`config.mk`:
```
export PLATFORM = sky130hd
export DESIGN_NAME = port_ingress_arbiter
export DESIGN_NICKNAME = d
export VERILOG_FILES = /design/src/rtl/port_ingress_arbiter.sv
export SDC_FILE = /design/constraint.sdc
export NUM_CORES = 1
export LEC_CHECK = 0
export CORE_ASPECT_RATIO = 0.6
export CORE_UTILIZATION = 45
export CTS_BUF_LIST = sky130_fd_sc_hd__clkbuf_16
export CTS_CLUSTER_SIZE = 12
export DETAILED_ROUTE_END_ITERATION = 10
export PLACE_DENSITY = 0.78
export SLEW_MARGIN = 20
export SYNTH_ARGS = -nofsm -noshare
export SYNTH_HDL_FRONTEND = slang
export SYNTH_SLANG_ARGS = --single-unit
export TNS_END_PERCENT = 1
```
`constraint.sdc`:
```
create_clock -name clock -period 4.49 [get_ports clock]
set_input_delay 0.6735 -clock clock [delete_from_list [all_inputs] [get_ports clock]]
set_output_delay 0.6735 -clock clock [all_outputs]
set_load 0.03 [all_outputs]
```
`src/rtl/port_ingress_arbiter.sv`:
```
// Round-robin ingress arbiter: grants one port per frame and streams its
// 9-bit bytes (bit 8 = end-of-frame) to the frame processor.
//
// Ports:
//   clock, reset_n             core clock, async active-low reset
//   port_receive_data[N][9]    per-port byte, bit 8 = end-of-frame
//   port_receive_data_valid[N] per-port byte available
//   port_receive_data_ready[N] per-port pop, one-hot or zero
//   frame_data/_valid/_ready   muxed byte stream of the granted port
//   frame_port                 granted port index, stable for a frame
//   frame_start                pulse on the first byte transfer of a frame
//   frame_abort                pulse when a frame is aborted
//
// Optional build macro PORT_INGRESS_ARBITER_STATS_EN adds
//   frames_forwarded_count, frames_aborted_count, last_abort_port.
module port_ingress_arbiter #(
  parameter int NUMBER_OF_PORTS      = 2,
  parameter int MAX_FRAME_BYTES      = 1522,
  parameter int STALL_TIMEOUT_CYCLES = 1024,
  parameter int PORT_INDEX_WIDTH     = $clog2(NUMBER_OF_PORTS)
) (
  input  logic                                  clock,
  input  logic                                  reset_n,
  input  logic [NUMBER_OF_PORTS-1:0][8:0]       port_receive_data,
  input  logic [NUMBER_OF_PORTS-1:0]            port_receive_data_valid,
  output logic [NUMBER_OF_PORTS-1:0]            port_receive_data_ready,
  output logic [8:0]                            frame_data,
  output logic                                  frame_data_valid,
  input  logic                                  frame_data_ready,
  output logic [PORT_INDEX_WIDTH-1:0]           frame_port,
  output logic                                  frame_start,
  output logic                                  frame_abort
`ifdef PORT_INGRESS_ARBITER_STATS_EN
  ,
  output logic [31:0]                           frames_forwarded_count,
  output logic [31:0]                           frames_aborted_count,
  output logic [PORT_INDEX_WIDTH-1:0]           last_abort_port
`endif
);

  localparam int PW     = PORT_INDEX_WIDTH;
  localparam int BCW_R  = $clog2(MAX_FRAME_BYTES + 1);
  localparam int BCW    = (BCW_R > 11) ? BCW_R : 11;
  localparam int SCW_R  = $clog2(STALL_TIMEOUT_CYCLES + 1);
  localparam int SCW    = (SCW_R > 1) ? SCW_R : 1;

  localparam logic [BCW-1:0] BC_MAX = BCW'(MAX_FRAME_BYTES);
  localparam logic [SCW-1:0] SC_MAX = SCW'(STALL_TIMEOUT_CYCLES);
  localparam logic [PW:0]    N_C    = (PW+1)'(NUMBER_OF_PORTS);
  localparam logic [PW-1:0]  LAST   = PW'(NUMBER_OF_PORTS - 1);

  localparam logic [1:0] ST_IDLE   = 2'd0;
  localparam logic [1:0] ST_STREAM = 2'd1;
  localparam logic [1:0] ST_ABORT  = 2'd2;

  logic [1:0]     state_q, state_d;
  logic [PW-1:0]  rr_q, rr_d;
  logic [PW-1:0]  port_q, port_d;
  logic [BCW-1:0] bcnt_q, bcnt_d;
  logic [SCW-1:0] stall_q, stall_d;

  logic [8:0]     gdata;
  logic           gvalid;
  logic           xfer;
  logic [BCW-1:0] bcnt_inc;
  logic [PW-1:0]  port_nxt;
  logic           pick_found;
  logic [PW-1:0]  pick_idx;
  logic [PW:0]    cand;

  assign gdata    = port_receive_data[port_q];
  assign gvalid   = port_receive_data_valid[port_q];
  assign bcnt_inc = (&bcnt_q) ? bcnt_q : bcnt_q + BCW'(1);
  assign port_nxt = (port_q == LAST) ? '0 : port_q + PW'(1);
  assign frame_port = port_q;

  // First requester at or after rr_q, scanning with wrap-around.
  always_comb begin
    pick_found = 1'b0;
    pick_idx   = '0;
    cand       = '0;
    for (int i = 0; i < NUMBER_OF_PORTS; i++) begin
      cand = {1'b0, rr_q} + (PW+1)'(i);
      if (cand >= N_C) cand = cand - N_C;
      if (!pick_found &&
          port_receive_data_valid[cand[PW-1:0]]) begin
        pick_found = 1'b1;
        pick_idx   = cand[PW-1:0];
      end
    end
  end

  always_comb begin
    state_d = state_q;
    rr_d    = rr_q;
    port_d  = port_q;
    bcnt_d  = bcnt_q;
    stall_d = stall_q;
    frame_data              = '0;
    frame_data_valid        = 1'b0;
    port_receive_data_ready = '0;
    frame_start             = 1'b0;
    frame_abort             = 1'b0;
    xfer                    = 1'b0;
    unique case (state_q)
      ST_IDLE: begin
        bcnt_d  = '0;
        stall_d = '0;
        if (pick_found) begin
          port_d  = pick_idx;
          state_d = ST_STREAM;
        end
      end
      ST_STREAM: begin
        frame_data       = gdata;
        frame_data_valid = gvalid;
        port_receive_data_ready[port_q] = frame_data_ready;
        xfer        = gvalid & frame_data_ready;
        frame_start = xfer && (bcnt_q == '0);
        if (xfer) begin
          bcnt_d  = bcnt_inc;
          stall_d = '0;
          // End-of-frame beats the length limit on the same byte.
          if (gdata[8]) begin
            state_d = ST_IDLE;
            rr_d    = port_nxt;
          end else if (bcnt_inc == BC_MAX) begin
            state_d = ST_ABORT;
          end
        end else if (!gvalid) begin
          // Valid high with ready low is backpressure, not a stall.
          stall_d = stall_q + SCW'(1);
          if (stall_d == SC_MAX) state_d = ST_ABORT;
        end
      end
      ST_ABORT: begin
        frame_abort = 1'b1;
        rr_d        = port_nxt;
        state_d     = ST_IDLE;
      end
      default: state_d = ST_IDLE;
    endcase
  end

  always_ff @(posedge clock or negedge reset_n) begin
    if (!reset_n) begin
      state_q <= ST_IDLE;
      rr_q    <= '0;
      port_q  <= '0;
      bcnt_q  <= '0;
      stall_q <= '0;
    end else begin
      state_q <= state_d;
      rr_q    <= rr_d;
      port_q  <= port_d;
      bcnt_q  <= bcnt_d;
      stall_q <= stall_d;
    end
  end

`ifdef PORT_INGRESS_ARBITER_STATS_EN
  logic [31:0]   fwd_q;
  logic [31:0]   abt_q;
  logic [PW-1:0] lap_q;

  always_ff @(posedge clock or negedge reset_n) begin
    if (!reset_n) begin
      fwd_q <= '0;
      abt_q <= '0;
      lap_q <= '0;
    end else begin
      if ((state_q == ST_STREAM) && xfer && gdata[8])
        fwd_q <= fwd_q + 32'd1;
      if ((state_q == ST_STREAM) && (state_d == ST_ABORT)) begin
        abt_q <= abt_q + 32'd1;
        lap_q <= port_q;
      end
    end
  end

  assign frames_forwarded_count = fwd_q;
  assign frames_aborted_count   = abt_q;
  assign last_abort_port        = lap_q;
`endif

endmodule

```
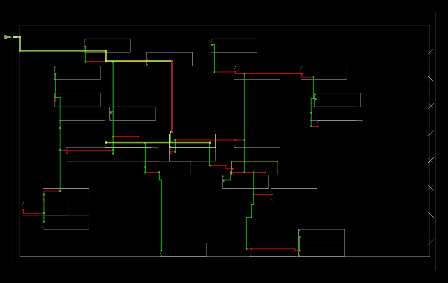
Fig. 1. Clock wiring as the flow saved it.
Seq cells: 26
CLK BUF: 3

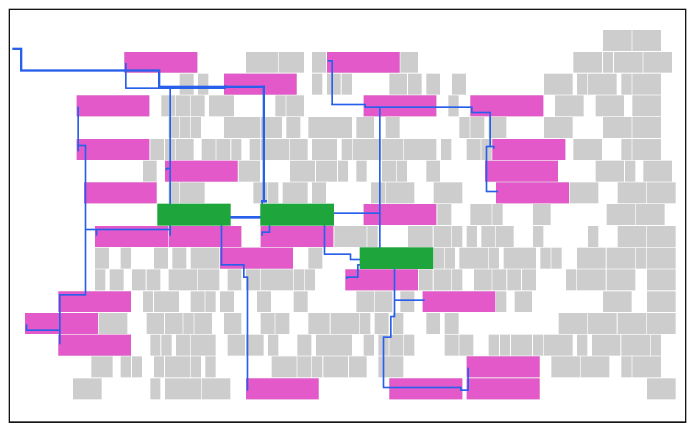
Fig. 2. Clock network drawn from the DEF.
Drawn at 8 px/um.
[clock-net drivers] green | count: 3
[flip-flops] magenta | count: 26
[clock wires] blue | length: 318 um
routed clock nets: 4
P_clk: 192 uW
worst skew pair latency: 0.25 ns
Clock Skew: 0.00275 ns
Clk pwr share: 0.182

==> run summary <==
relative slew slack: 0.507
DRC violations left: 8
Final Util: 0.603
initial antenna violation count: 0
core area: 0.00379 sq mm
fraction of layout cells with a size suffix above 1: 0.0504
Init Core Util: 0.484
antenna-violating nets left: 0
P_comb: 538 uW
Final setup viols: 0
Area Overhead vs Synth: 24.7%
htree depth: 1
power per cell area: 462 mW/mm^2
post-DP HPWL: 3360 um
Placed Area: 0.00221 sq mm
Port Buffers: 37
Crit-path slowest cell: clkdlybuf4s50_1
hold buffer count at cts: 0
Top Ports: 38
status: finished, violations left
most frequent cell on the critical path: clkdlybuf4s50_1
fraction of area in multi-input gates: 0.481
main flop type: dfrtp_1
1st-pass router iterations: 8
Signal inverters: 6
fin crit period: 3.36 ns
Reg area: 651 sq um
final hold violations: 0
synth warn: 0
met3 routed WL: 594 um
syn avg cell area: 7.96 sq um
post-synth top area cell: dfrtp_1
Net Count, Synth: 256
failing checks: DRC
Yosys Instances: 230
critical-path cell list: clkdlybuf4s50_1, mux2_2, nand3_1, nor2_1, clkdlybuf4s50_1
Hold Slack: 0.485 ns
global router's overall resource usage: 0.231
Fmax: 297 MHz
total power: 1.06 mW
EDFF count, synth: 0
CTS Buffer Depth: 2
synth cell count leaders: nor2_1 (38), dfrtp_1 (26), o21ai_0 (25), nand2_1 (24), nand3_1 (14)
R2R cell count: 5
Crit Reg-Reg Endpoint: bcnt_q[1]
XOR Share, Synth: 0.00956
r2r setup slk: 2.10 ns
end of the critical path: frame_start
Placement Setup Slack: 1.13 ns
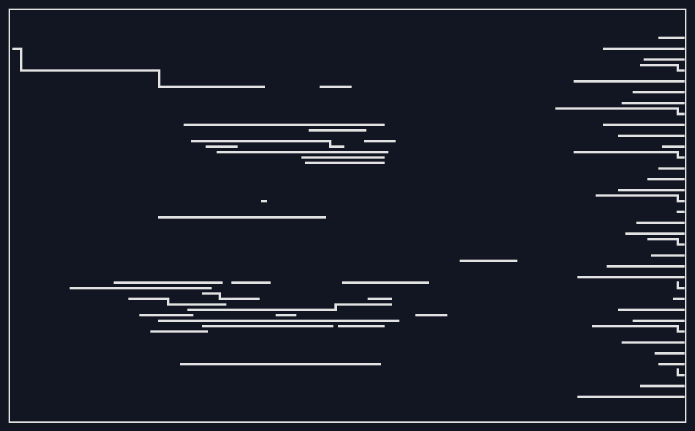
Fig. 3. Signal wires on met3.
Drawn at 8 px/um.
share of all routed wire: 13%
main direction: horizontal
nets with wire on the layer: 61
longest straight run: 29.9 um
routed via count: 1853
drt total wl: 4610 um
M3 GR Usage: 0.0727

Power is estimated from default activity; no workload was simulated.
